<file path="src/rtl/bg_phase_decoder.sv">
// Bandgap switch-phase decoder: classifies controller switch phases, samples the
// comparator on the pi2 falling edge and runs the up/dn trim decision and lock FSM.
module bg_phase_decoder #(
  parameter int LOCK_TOGGLES = 4,
  parameter int CNT_W        = 8
) (
  input  logic             clk,
  input  logic             reset,
  input  logic             cmp,
  input  logic             pi1,
  input  logic             pi2,
  input  logic             pii1,
  input  logic             pii2,
  input  logic             pa,
  input  logic             pb,
  input  logic             pc,
  input  logic             pd,
  input  logic             setup_bias,
  output logic [2:0]       phase,
  output logic             phase_err,
  output logic             smp_stb,
  output logic             cmp_smp,
  output logic             up,
  output logic             dn,
  output logic             lock,
  output logic             lock_lost,
  output logic             valid,
  output logic [CNT_W-1:0] settle_cnt
);

  localparam logic [2:0] PH_IDLE     = 3'd0;
  localparam logic [2:0] PH_DIODE    = 3'd1;
  localparam logic [2:0] PH_BIGDIODE = 3'd2;
  localparam logic [2:0] PH_CHARGE_H = 3'd3;
  localparam logic [2:0] PH_CHARGE_L = 3'd4;
  localparam logic [2:0] PH_OUTPUT   = 3'd5;
  localparam logic [2:0] PH_BLANK    = 3'd6;
  localparam logic [2:0] PH_ILLEGAL  = 3'd7;

  localparam logic [3:0]       LOCK_T  = 4'(LOCK_TOGGLES);
  localparam logic [CNT_W-1:0] CNT_MAX = '1;

  typedef enum logic [1:0] {
    S_IDLE,
    S_TRACK,
    S_LOCKED
  } state_t;

  state_t     state, state_next;
  logic [2:0] phase_d;
  logic       pi2_q;
  logic [3:0] toggle_cnt, tog_new;
  logic       prev_vld, prev_dec;
  logic       dec_en, same;

  // Phase classification, first match wins.
  always_comb begin
    phase_d = PH_IDLE;
    if (((pi1 | pi2) & (pii1 | pii2)) | (pa & (pi1 | pi2 | pii1 | pii2)))
      phase_d = PH_ILLEGAL;
    else if (pii1 & pii2)
      phase_d = PH_DIODE;
    else if (pi1 & pi2)
      phase_d = PH_BIGDIODE;
    else if (pa & pb & ~pc)
      phase_d = PH_CHARGE_H;
    else if (pa & pc & ~pb)
      phase_d = PH_CHARGE_L;
    else if (pb & pc & pd & ~pa)
      phase_d = PH_OUTPUT;
    else if ((pi1 & ~pii1 & ~pi2) | (pii1 & ~pi1 & ~pii2))
      phase_d = PH_BLANK;
  end

  always_ff @(posedge clk or posedge reset) begin
    if (reset) begin
      phase     <= PH_IDLE;
      phase_err <= 1'b0;
    end else begin
      phase     <= phase_d;
      phase_err <= phase_err | (phase_d == PH_ILLEGAL);
    end
  end

  // pi2_q resets low so a pi2 held high through reset release cannot fake an edge.
  always_ff @(posedge clk or posedge reset) begin
    if (reset) begin
      pi2_q   <= 1'b0;
      smp_stb <= 1'b0;
      cmp_smp <= 1'b0;
    end else begin
      pi2_q   <= pi2;
      smp_stb <= pi2_q & ~pi2;
      if (pi2_q & ~pi2)
        cmp_smp <= cmp;
    end
  end

  // A strobe seen while setup_bias is high still latches cmp_smp but is not a decision.
  always_comb begin
    dec_en = smp_stb & ~setup_bias & (state != S_IDLE);
    same   = prev_vld & (cmp_smp == prev_dec);
    if (!prev_vld || same)
      tog_new = 4'd0;
    else if (toggle_cnt == 4'hf)
      tog_new = toggle_cnt;
    else
      tog_new = toggle_cnt + 4'd1;
  end

  always_comb begin
    state_next = state;
    if (setup_bias) begin
      state_next = S_IDLE;
    end else begin
      case (state)
        S_IDLE:   state_next = S_TRACK;
        S_TRACK:  if (dec_en && tog_new >= LOCK_T) state_next = S_LOCKED;
        S_LOCKED: if (dec_en && same) state_next = S_TRACK;
        default:  state_next = S_IDLE;
      endcase
    end
  end

  always_ff @(posedge clk or posedge reset) begin
    if (reset)
      state <= S_IDLE;
    else
      state <= state_next;
  end

  always_ff @(posedge clk or posedge reset) begin
    if (reset) begin
      up         <= 1'b0;
      dn         <= 1'b0;
      lock       <= 1'b0;
      lock_lost  <= 1'b0;
      toggle_cnt <= 4'd0;
      prev_vld   <= 1'b0;
      prev_dec   <= 1'b0;
      settle_cnt <= '0;
    end else begin
      up        <= dec_en & cmp_smp;
      dn        <= dec_en & ~cmp_smp;
      lock      <= (state_next == S_LOCKED);
      lock_lost <= lock_lost | ((state == S_LOCKED) && (state_next == S_TRACK));

      if (setup_bias || state == S_IDLE) begin
        toggle_cnt <= 4'd0;
        prev_vld   <= 1'b0;
      end else if (dec_en) begin
        toggle_cnt <= tog_new;
        prev_vld   <= 1'b1;
        prev_dec   <= cmp_smp;
      end

      // Leaving IDLE restarts the settle count; it then saturates rather than wraps.
      if (state == S_IDLE && !setup_bias)
        settle_cnt <= '0;
      else if (dec_en && settle_cnt != CNT_MAX)
        settle_cnt <= settle_cnt + 1'b1;
    end
  end

  always_ff @(posedge clk or posedge reset) begin
    if (reset)
      valid <= 1'b0;
    else if (setup_bias)
      valid <= 1'b0;
    else
      valid <= lock & (phase == PH_OUTPUT) & ~phase_err;
  end

endmodule

</file>
<file path="config.mk">
export PLATFORM = sky130hd
export DESIGN_NAME = bg_phase_decoder
export DESIGN_NICKNAME = d
export VERILOG_FILES = /design/src/rtl/bg_phase_decoder.sv
export SDC_FILE = /design/constraint.sdc
export NUM_CORES = 1
export LEC_CHECK = 0
export ABC_AREA = 1
export CORE_MARGIN = 1
export CORE_UTILIZATION = 43
export CTS_BUF_LIST = sky130_fd_sc_hd__clkbuf_2 sky130_fd_sc_hd__clkbuf_4 sky130_fd_sc_hd__clkbuf_8
export CTS_CLUSTER_SIZE = 25
export DETAILED_ROUTE_END_ITERATION = 6
export PLACE_DENSITY = 0.7
export SYNTH_ARGS = -nofsm -noshare
export SYNTH_HDL_FRONTEND = slang
export SYNTH_SLANG_ARGS = --single-unit
</file>
<file path="constraint.sdc">
create_clock -name clk -period 1.5 [get_ports clk]
set_input_delay 0.375 -clock clk [delete_from_list [all_inputs] [get_ports clk]]
set_output_delay 0.375 -clock clk [all_outputs]
set_load 0.05 [all_outputs]
</file>
Fig. 1: run 1, the metal 3 layer
Scale: 6 px per um.
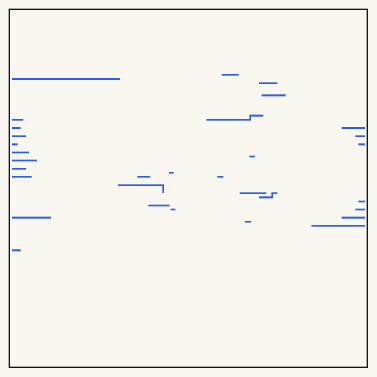
nets with wire on the layer: 27
share of all routed wire: 3.6%
drt total wl: 2.910 mm
met3 usage: 2.402%
DR vias: 1,283

Fig. 2: run 1, register map, names as in the netlist
Scale: 10 px per um. Other sequential cells in the stronger grey, the rest of the logic in the fainter grey.
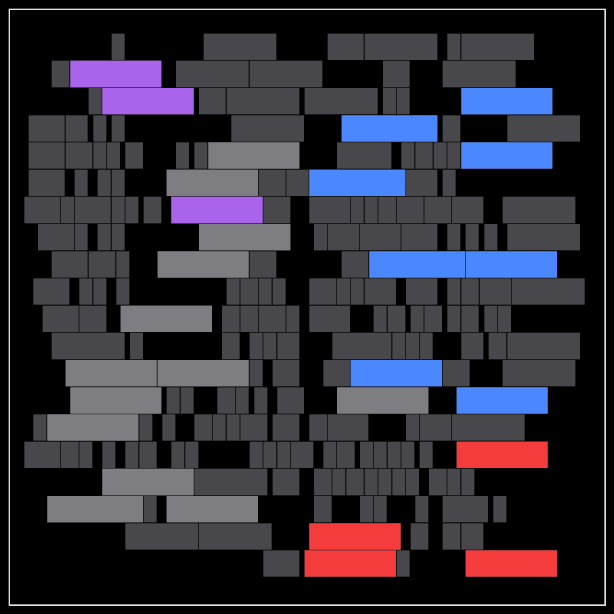
legend:
  toggle_cnt:
    colour: red
    placed_flops: 4
  settle_cnt:
    colour: blue
    placed_flops: 8
  phase:
    colour: purple
    placed_flops: 3
not coloured: 13
flip-flop and latch share of the layout cell area: 33.57%
Reg area: 705.7 sq um

Fig. 3: run 1, signal wires by layer
Scale: 6 px per um. Two of the layers only.
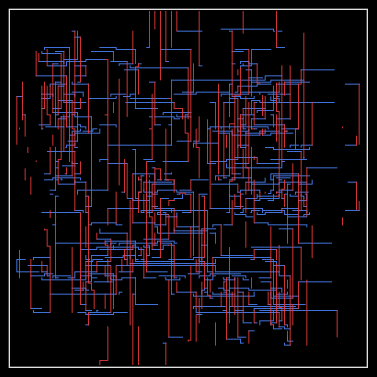
legend:
  met2:
    colour: red
    wire_length: 1,550 um
  met1:
    colour: blue
    wire_length: 1,230 um
WL/cell: 11.11 um
Total GRT Usage: 18.18%

==> flow_metrics.tcl, run 1 <==
# collected from the flow reports
set metrics [dict create \
    status "finished, final reports clean" \
    die_h_um 59.44 \
    grt_first_pass_wirelength_mm 4.885 \
    crit_buf_inv 2 \
    ys.flops 28 \
    ys_cells 173 \
    power_leader "sequential cells" \
    area_dominant_class "registers" \
    area_leaders "dfrtp_1 (49%), nand2_1 (14%), inv_1 (5.3%)" \
    power_density_nw_per_um2 685.3 \
    critPathLaunchType "flop" \
    top_area_share_pct 49.38 \
    ys.flop_type "dfrtp_1" \
    n_fill_cell 256 \
    worst_ep_arrival_time_ps 1060 \
    die_x_um 59.44 \
    io_buffer_count 30 \
    setup_viol 0 \
    n_tap_cell 44 \
    logic_family "simple AND/OR/NAND/NOR gates" \
    final_cell_mix "nand2_1 (53), dfrtp_1 (24), inv_1 (20), buf_12 (20), nor2_1 (16)" \
    xor_share_pct 4.321 \
    adder_share_pct 2.469 \
    simple_gate_share_pct 31.04 \
    viasPerCell 4.897 \
    worst_ep_required_time_ps 1120 \
    drc_errors 0 \
    netSwitchingPower_w 0.0003973 \
    fp_util_pct 45.73 \
    regMostFlops "settle_cnt" \
    comb_cells 124 \
    yosysWarnings 0 \
    cts_hold_buffers 0 \
    highest_layer "met4" \
    clkbuf_count 4 \
    fp_nets 187 \
    synth_seq_share_pct 49.38 \
    pre_cts_ws_ps -229.6 \
    nNonClkInverters 21 \
    row_count 20 \
    cp_num_cells 2 \
    fin_setup_tns_ps 0 \
    syn_area_sq_um 1419 \
    top_area_cell "dfrtp_1" \
    clock.fmax_mhz 698.4 \
    cts_tree "done" \
    aoi_share_pct 7.231 \
    synth_cells 173 \
    diodes 0 \
    avgSynthCellArea_sq_um 8.202 \
    comb_power_share_pct 20.8 \
    fin_nets 233 \
    ir_worst_vdd_mv 0.4544 \
    period_minus_slack_ps 1432 \
    clock_power_w 0.000334 \
    crit_start "settle_cnt[0]" \
    synth_top_cell_by_count "nand2_1" \
    syn_to_final_growth_pct 48.15 \
    antenna_found_initial 0 \
    r2r-start "settle_cnt[0]" \
    p_leak_nw 1.024 \
    drt_iter0_markers 47 \
    rsz0062_at_grt "no" \
    crit_path_end "settle_cnt[0]" \
    ctsResizeCount 0 \
    bufAreaShareNonClock_pct 27.86 \
    switching_share_pct 27.58 \
    ff_count 28 \
    largest_reg_flops 8 \
    grt_overflow 0 \
    rr_endpoint "settle_cnt[1]" \
    root_buffer "clkbuf_4" \
    final-clk-cell-share_pct 1.429 \
    dpl.cell_count 258 \
    end_kind "output port" \
    comb_share_pct 30.77 \
    drive_gt1_share_pct 22.02 \
    top_cells_by_count "nand2_1 (53), dfrtp_1 (28), inv_1 (20)" \
    worst_hold_path_type "in -> async" \
    worst_pin_slew_ps 338.5 \
    clk_pin_slew_worst_paths_ps 140 \
    grt_pass1_vias 1210 \
    final_util_pct 67.74 \
    finClkSkew_ps 1.132 \
    signal_buffers 41 \
    die_area_sq_um 3533 \
    relSlewSlack_pct 77.24 \
    max_cap_viol_count 0 \
    pwr-share-seq_pct 56.0 \
    ant_nets 0 \
    path_class "reg -> out" \
    powerSeq_w 0.000806 \
    async_reset_ff_share_pct 100.0 \
    clock_power_share_pct 23.2 \
    dr_wl_met2_mm 1.545 \
    hold_viol_final 0 \
    cpMaxStageDelayCell "dfrtp_2" \
    comb_area_sq_um 646.9 \
    fin_cells 262 \
    cts.sinks 28 \
    top_usage_layer "met2" \
    totalPowerFinal_w 0.001441 \
    layout_top_cell "nand2_1" \
    grt_util_met1_pct 20.89 \
    crit_family "flip-flops" \
    warnings 26 \
    top_regs "settle_cnt (8), toggle_cnt (4), phase (3)" \
    grt_max_degree 29 \
    ys_types 24 \
    mux_area_share_pct 0 \
    cp_max_fo 3 \
    hpwl_mm 2.345 \
    synth_chip_area_sq_um 1419 \
    drt-pass1-iter-count 4 \
    setup_ws_ps 68.06 \
    period_used_pct 95.46 \
    fin_hold_ws_ps 369.1 \
    edf_count 0 \
]
Fig. 4: run 1, placed standard cells
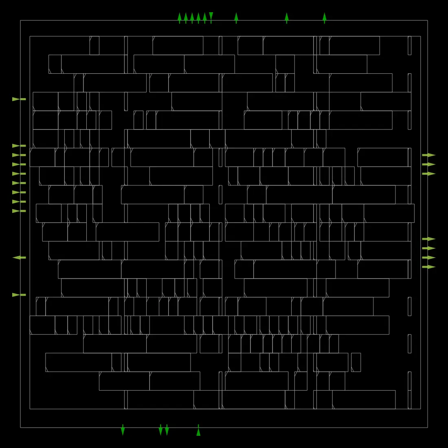

==> inputs of run 2 (changes only) <==
--- a/config.mk
+++ b/config.mk
@@ -6,6 +6,7 @@
 export NUM_CORES = 1
 export LEC_CHECK = 0
 export ABC_AREA = 1
+export CORE_ASPECT_RATIO = 1.2
 export CORE_MARGIN = 1
 export CORE_UTILIZATION = 43
 export CTS_BUF_LIST = sky130_fd_sc_hd__clkbuf_2 sky130_fd_sc_hd__clkbuf_4 sky130_fd_sc_hd__clkbuf_8
Fig. 5: run 2, placed standard cells
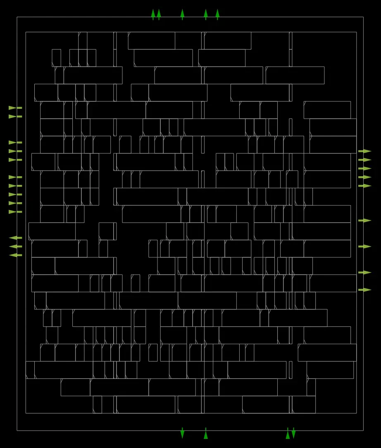
Final Util: 67.34%
tap cell count: 36
flip-flop and latch share of the layout cell area: 33.63%

Fig. 6: run 2, cell classes on the final placement
Scale: 4 px per um.
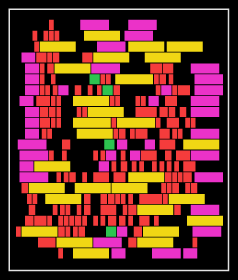
legend:
  all other logic:
    colour: red
    cells: 145
    share_of_their_area: 36%
  other buffers and delay cells:
    colour: magenta
    cells: 40
    share_of_their_area: 28%
  clock drivers and dummy loads:
    colour: green
    cells: 4
    share_of_their_area: 1.5%
  flip-flops:
    colour: yellow
    cells: 28
    share_of_their_area: 34%
Core ar.: 3110 sq um
Cell Rows: 22

==> flow_metrics.tcl, run 2 <==
# collected from the flow reports
set metrics [dict create \
    status "finished, final reports clean" \
    hpwl_mm 2.559 \
    vias 1316 \
    crit_start "settle_cnt[0]" \
    period_minus_slack_ps 1432 \
    async_reset_ff_share_pct 100.0 \
    fin_cells 253 \
    top_area_cell "dfrtp_1" \
    clk_pin_slew_worst_paths_ps 140 \
    wl_per_cell_um 12.48 \
    top_regs "settle_cnt (8), toggle_cnt (4), phase (3)" \
    drive_gt1_share_pct 23.04 \
    top_usage_layer "met2" \
    root_buffer "clkbuf_4" \
    diodes 0 \
    final-seq-area_sq_um 704.4 \
    path_class "reg -> out" \
    area_dominant_class "registers" \
    totalPowerFinal_w 0.001452 \
    die_h_um 64.93 \
    ctsResizeCount 0 \
    final-clk-cell-share_pct 1.434 \
    clock.fmax_mhz 698.1 \
    top_area_share_pct 49.38 \
    r2r-start "settle_cnt[0]" \
    fin_setup_tns_ps 0 \
    largest_reg_flops 8 \
    crit_path_end "settle_cnt[0]" \
    dr_wl_met3_um 94 \
    worst_pin_slew_ps 288.4 \
    p_leak_nw 1.024 \
    cp_num_cells 2 \
    setup_viol 0 \
    signal_buffers 40 \
    comb_area_sq_um 658.1 \
    grt_util_met1_pct 22.97 \
    top_cells_by_count "nand2_1 (53), dfrtp_1 (28), inv_1 (20)" \
    aoi_share_pct 7.231 \
    rr_endpoint "settle_cnt[7]" \
    grt_overflow 0 \
    cts_hold_buffers 0 \
    slowest_delay_ps 430 \
    cts_tree "done" \
    regMostFlops "settle_cnt" \
    ir_worst_vdd_mv 0.5527 \
    power_density_nw_per_um2 693.1 \
    antenna_found_initial 0 \
    ff_count 28 \
    worst_ep_required_time_ps 1120 \
    switching_share_pct 28.04 \
    ys.flop_type "dfrtp_1" \
    grt_util_all_layers_pct 21.43 \
    highest_layer "met4" \
    netSwitchingPower_w 0.0004070 \
    drt_iter0_markers 21 \
    rsz0062_at_grt "no" \
    fp_nets 187 \
    synth_seq_share_pct 49.38 \
    mux_area_share_pct 0 \
    cpMaxStageDelayCell "dfrtp_2" \
    bufAreaShareNonClock_pct 27.60 \
    io_buffer_count 30 \
    use_met3_pct 3.286 \
    routed_wl_mm 3.158 \
    avgSynthCellArea_sq_um 8.202 \
    io_pins 31 \
    yosysWarnings 0 \
    power_leader "sequential cells" \
    comb_share_pct 31.42 \
    max_cap_viol_count 0 \
    edf_count 0 \
    fin_hold_ws_ps 345.3 \
    cp_max_fo 3 \
    final_cell_mix "nand2_1 (50), dfrtp_1 (25), inv_1 (20), buf_12 (20), nor2_1 (16)" \
    grt_max_degree 29 \
    finClkSkew_ps 3.831 \
    post_cts_buffers 0 \
    ys_cells 173 \
    ys_types 24 \
    use_met2_pct 39.33 \
    ys.flops 28 \
    clock_power_w 0.000342 \
    cts.sinks 28 \
    simple_gate_share_pct 31.04 \
    crit_chain "buf_4, buf_12" \
    syn_area_sq_um 1419 \
    worst_ep_arrival_time_ps 1060 \
    ant_nets 0 \
    comb_power_share_pct 21.0 \
    syn_to_final_growth_pct 47.62 \
    nNonClkInverters 21 \
    synth_cells 173 \
    worst_hold_path_type "in -> async" \
    crit_family "flip-flops" \
    synth_top_cell_by_count "nand2_1" \
    grt_pass1_vias 1336 \
    warnings 26 \
    viasPerCell 5.202 \
    n_fill_cell 265 \
    clkbuf_count 4 \
    area_leaders "dfrtp_1 (49%), nand2_1 (14%), inv_1 (5.3%)" \
    p_int_w 0.001045 \
    period_used_pct 95.50 \
    die_x_um 54.44 \
    adder_share_pct 2.469 \
    critPathLaunchType "flop" \
    pre_cts_ws_ps -285.3 \
    powerSeq_w 0.000805 \
    logic_family "simple AND/OR/NAND/NOR gates" \
    die_area_sq_um 3534 \
    setup_ws_ps 67.55 \
    p_comb_w 0.000305 \
    end_kind "output port" \
    dr_wl_met2_mm 1.771 \
    clock_power_share_pct 23.6 \
    grt_first_pass_wirelength_mm 5.457 \
    crit_buf_inv 2 \
    layout_top_cell "nand2_1" \
    pwr-share-seq_pct 55.5 \
    relSlewSlack_pct 80.61 \
    drt-pass1-iter-count 5 \
    numCtsBuffers 3 \
    synth_chip_area_sq_um 1419 \
    comb_cells 124 \
    drc_errors 0 \
    fp_util_pct 45.62 \
    xor_share_pct 4.321 \
    gp_congestion 0.7636 \
    fin_nets 232 \
    hold_viol_final 0 \
    dpl.cell_count 248 \
]
Power figures rest on the tool's default switching activity, not on a simulated workload.
